==> config.mk <==
export PLATFORM = sky130hd
export DESIGN_NAME = joypad_scanner
export DESIGN_NICKNAME = d
export VERILOG_FILES = /design/src/rtl/joypad_pkg.sv /design/src/rtl/jp_port_shift.sv /design/src/rtl/joypad_scanner.sv
export SDC_FILE = /design/constraint.sdc
export NUM_CORES = 1
export LEC_CHECK = 0
export CAP_MARGIN = 40
export CORE_AREA = 2 2 101 103
export CTS_CLUSTER_DIAMETER = 150
export CTS_CLUSTER_SIZE = 30
export DETAILED_ROUTE_END_ITERATION = 12
export DIE_AREA = 0 0 103 105
export GPL_ROUTABILITY_DRIVEN = 0
export GPL_TIMING_DRIVEN = 0
export PLACE_DENSITY = 0.63
export SYNTH_ARGS = -nofsm -noshare
export SYNTH_HDL_FRONTEND = slang
export SYNTH_SLANG_ARGS = --single-unit
==> constraint.sdc <==
create_clock -name clk_in -period 2 [get_ports clk_in]
set_input_delay 0.3 -clock clk_in [delete_from_list [all_inputs] [get_ports clk_in]]
set_output_delay 0.3 -clock clk_in [all_outputs]
set_load 0.01 [all_outputs]
Signal wires by layer:
Scale: 3 px per um. Two of the layers only.
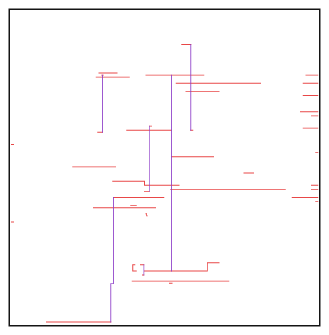
Key: M4 = purple [wire length 180 um]; M3 = red [wire length 361 um]
routed len/inst: 14.5 um
Total Wirelength: 8580 um
via count: 3116
Overall Global Routing Usage: 16.3%

The metal 4 layer:
Scale: 4 px per um.
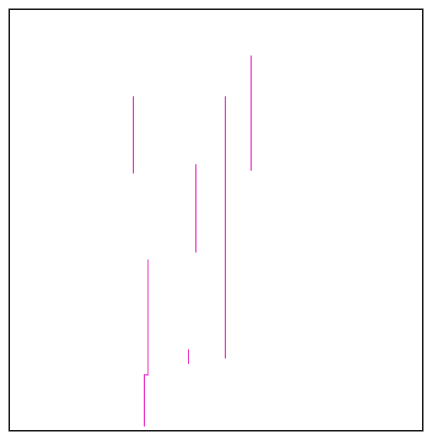
The wires run mostly vertical. The layer holds 2.1% of the routed length. 6 nets have wire on it. The longest straight run is 65.3 um.

Clock routing:
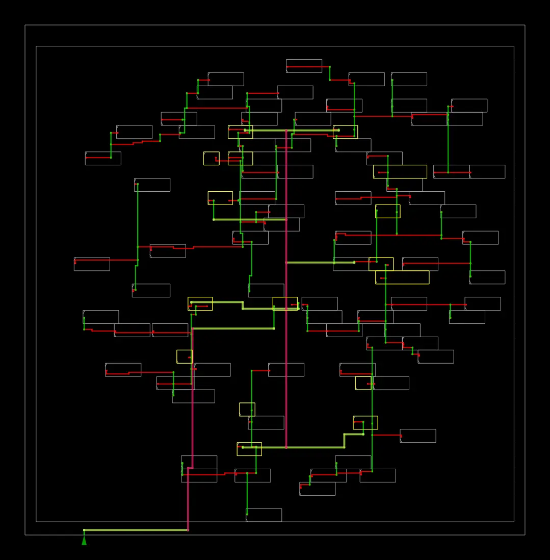
number of clock-tree buffers in the layout: 10
layout sequential cell count: 75
Worst-Skew Late Latency: 0.36 ns
clk_skew: 0.0154 ns
Clock Sinks: 75

Logic cells by family:
Scale: 4 px per um.
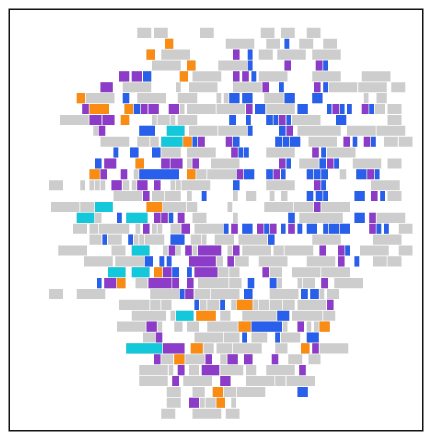
Key: and/or cells = orange [cells 24, most used and2_1]; aoi and oai cells = purple [cells 92, most used a21oi_1]; fa/ha/maj cells = cyan [cells 10, most used ha_1]; nand cells = blue [cells 104, most used nand2_1]
number of non-filler instances in the completed layout: 591
Comb area share: 44.7%
most common logic cell in the routed design: dfxtp_1

Pin map:
Scale: 4 px per um. Pins as bars across the die edge, other pins in grey.
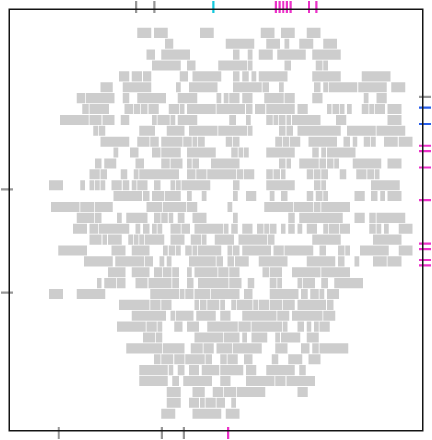
Key: buttons_out = magenta [pins 16, direction output, edge 8 right, 7 top, 1 bottom]; present_out = blue [pins 2, direction output, edge right]; jp_clk_out = cyan [pins 1, direction output, edge top]
All pins by edge: 11 right, 10 top, 4 bottom, 2 left.
x dimension of the die: 103 um
Port Buffers: 26
die outline height: 105 um

==> reports/qor.log <==
qor: floorplan.initCoreUtil 35.7%
qor: yosys.yosys_warnings 0
qor: critical_path.worst_path_max_delay_cell or4b_4
qor: global_routing.antenna_found_initial 0
qor: final_timing.drv_slew 0
qor: cells_and_area.layout_top_cells_excl_fill_tap dfxtp_1, a21oi_1, nand2_1
qor: critical_path.worstSetupPathType reg -> reg
qor: drt.drt-pass1-iter-count 4
qor: clock_tree.clk_transition_reported_paths 0.09 ns
qor: yosys.synthXorXnorAreaFrac 3.31%
qor: floorplan.taps 133
qor: critical_path.path_delay_family simple AND/OR/NAND/NOR gates
qor: clock_tree.post_cts_setup_buffer_count 8
qor: clock_tree.clock_tree.htree_level_count 3
qor: cells_and_area.flop_area 0.00151 mm^2
qor: critical_path.critical_path_end_type register
qor: yosys.synth_compound_gate_area_share 17.0%
qor: yosys.syn_inst 402
qor: yosys.avgSynthCellArea 8.56 um^2
qor: cells_and_area.area.growth.synth_to_final 29.0%
qor: place.final_hpwl_from_detailed_placement 5550 um
qor: floorplan.dieArea 0.0108 mm^2
qor: clock_tree.cts_inserted_buffers 9
qor: job.max_cap_violations 0
qor: cells_and_area.seq_share 34.0%
qor: critical_path.worstSetupPathDepth 8
qor: power.powerDensity 1240 mW/mm^2
qor: hold_path.min-delay-path-class reg -> reg
qor: yosys.enable_flop_cells 0
qor: cells_and_area.drive_gt1_share 17.7%
qor: clock_tree.postCtsResizedCells 28
qor: yosys.cell_types_occupying_the_most_area_after_synthesis dfxtp_1, a21oi_1, nand2_1
qor: final_timing.timing_worst_slew_pin_value 0.623 ns
qor: final_timing.post-route-period-util 97.9%
qor: run_status.outcome finished, final reports clean
qor: clock_tree.cts_tree built
qor: critical_path.critical_path.cell_chain inv_4 > ha_4 > or4b_4 > nor4_4 > buf_4 > a21oi_4 > o211ai_1 > o31ai_1
qor: final_timing.final_number_of_setup_violating_endpoints 0
qor: power.peakVddDrop 454 uV
qor: clock_tree.cts_hold_buf 0
qor: power.leakagePower 1.53 nW
qor: drt.drtIter0Drc 123
qor: final_timing.timing.final.crit_period 1.96 ns
qor: critical_path.rr_worst_depth 8
qor: cells_and_area.inv_count 9
qor: yosys.synth.yosys.chip_area 0.00344 mm^2
qor: yosys.top_area_cell dfxtp_1
qor: place.detailed_place.area 0.00387 mm^2
qor: yosys.post_synth_adder_cell_area 3.64%
qor: critical_path.worstSetupStartpointType register
qor: critical_path.critPathBufInv 2
qor: drt.drc 0
qor: final_timing.timing_hold_violations_final 0
qor: cells_and_area.fillerInstances 942
qor: yosys.postSynthNetCount 417
qor: yosys.synthesis.area 0.00344 mm^2
qor: cells_and_area.fin_util 46.1%
qor: yosys.synthFlopType dfxtp_1
qor: final_timing.relSlewSlack 58.4%
qor: floorplan.core_region_area 0.00964 mm^2
qor: cells_and_area.biggestCellCategory multi-input combinational cells
qor: drt.antenna_left 0
qor: place.dp_cells 561
## report_power, final
group	internal (W)	switching, W
Sequential	0.00169	0.000260
Combinational	0.000926	0.00128
Clock	0.000750	0.000612
## synthesized netlist by cell type (3+ instances only)
library cell / count
dfxtp_1: 75
ha_1: 10
a211oi_1: 5
xor2_1: 9
nand2_1: 52
nand4_1: 5
nor3_1: 5
o21ai_1: 3
o211ai_1: 3
clkbuf_1: 19
a31oi_1: 4
or4_1: 4
and2_1: 7
mux2i_1: 3
xnor2_1: 4
inv_1: 9
nand3b_1: 17
a21oi_1: 55
nand3_1: 24
or3_1: 5
o21ai_0: 13
nor2_1: 27
## per-layer routing
layer	wire length (um)	GRT usage [%]
met5	0	0
met4	180	6.95
met1	3960	21.4
met3	360	4.35
met2	4080	24.9
Power is estimated from default activity; no workload was simulated.
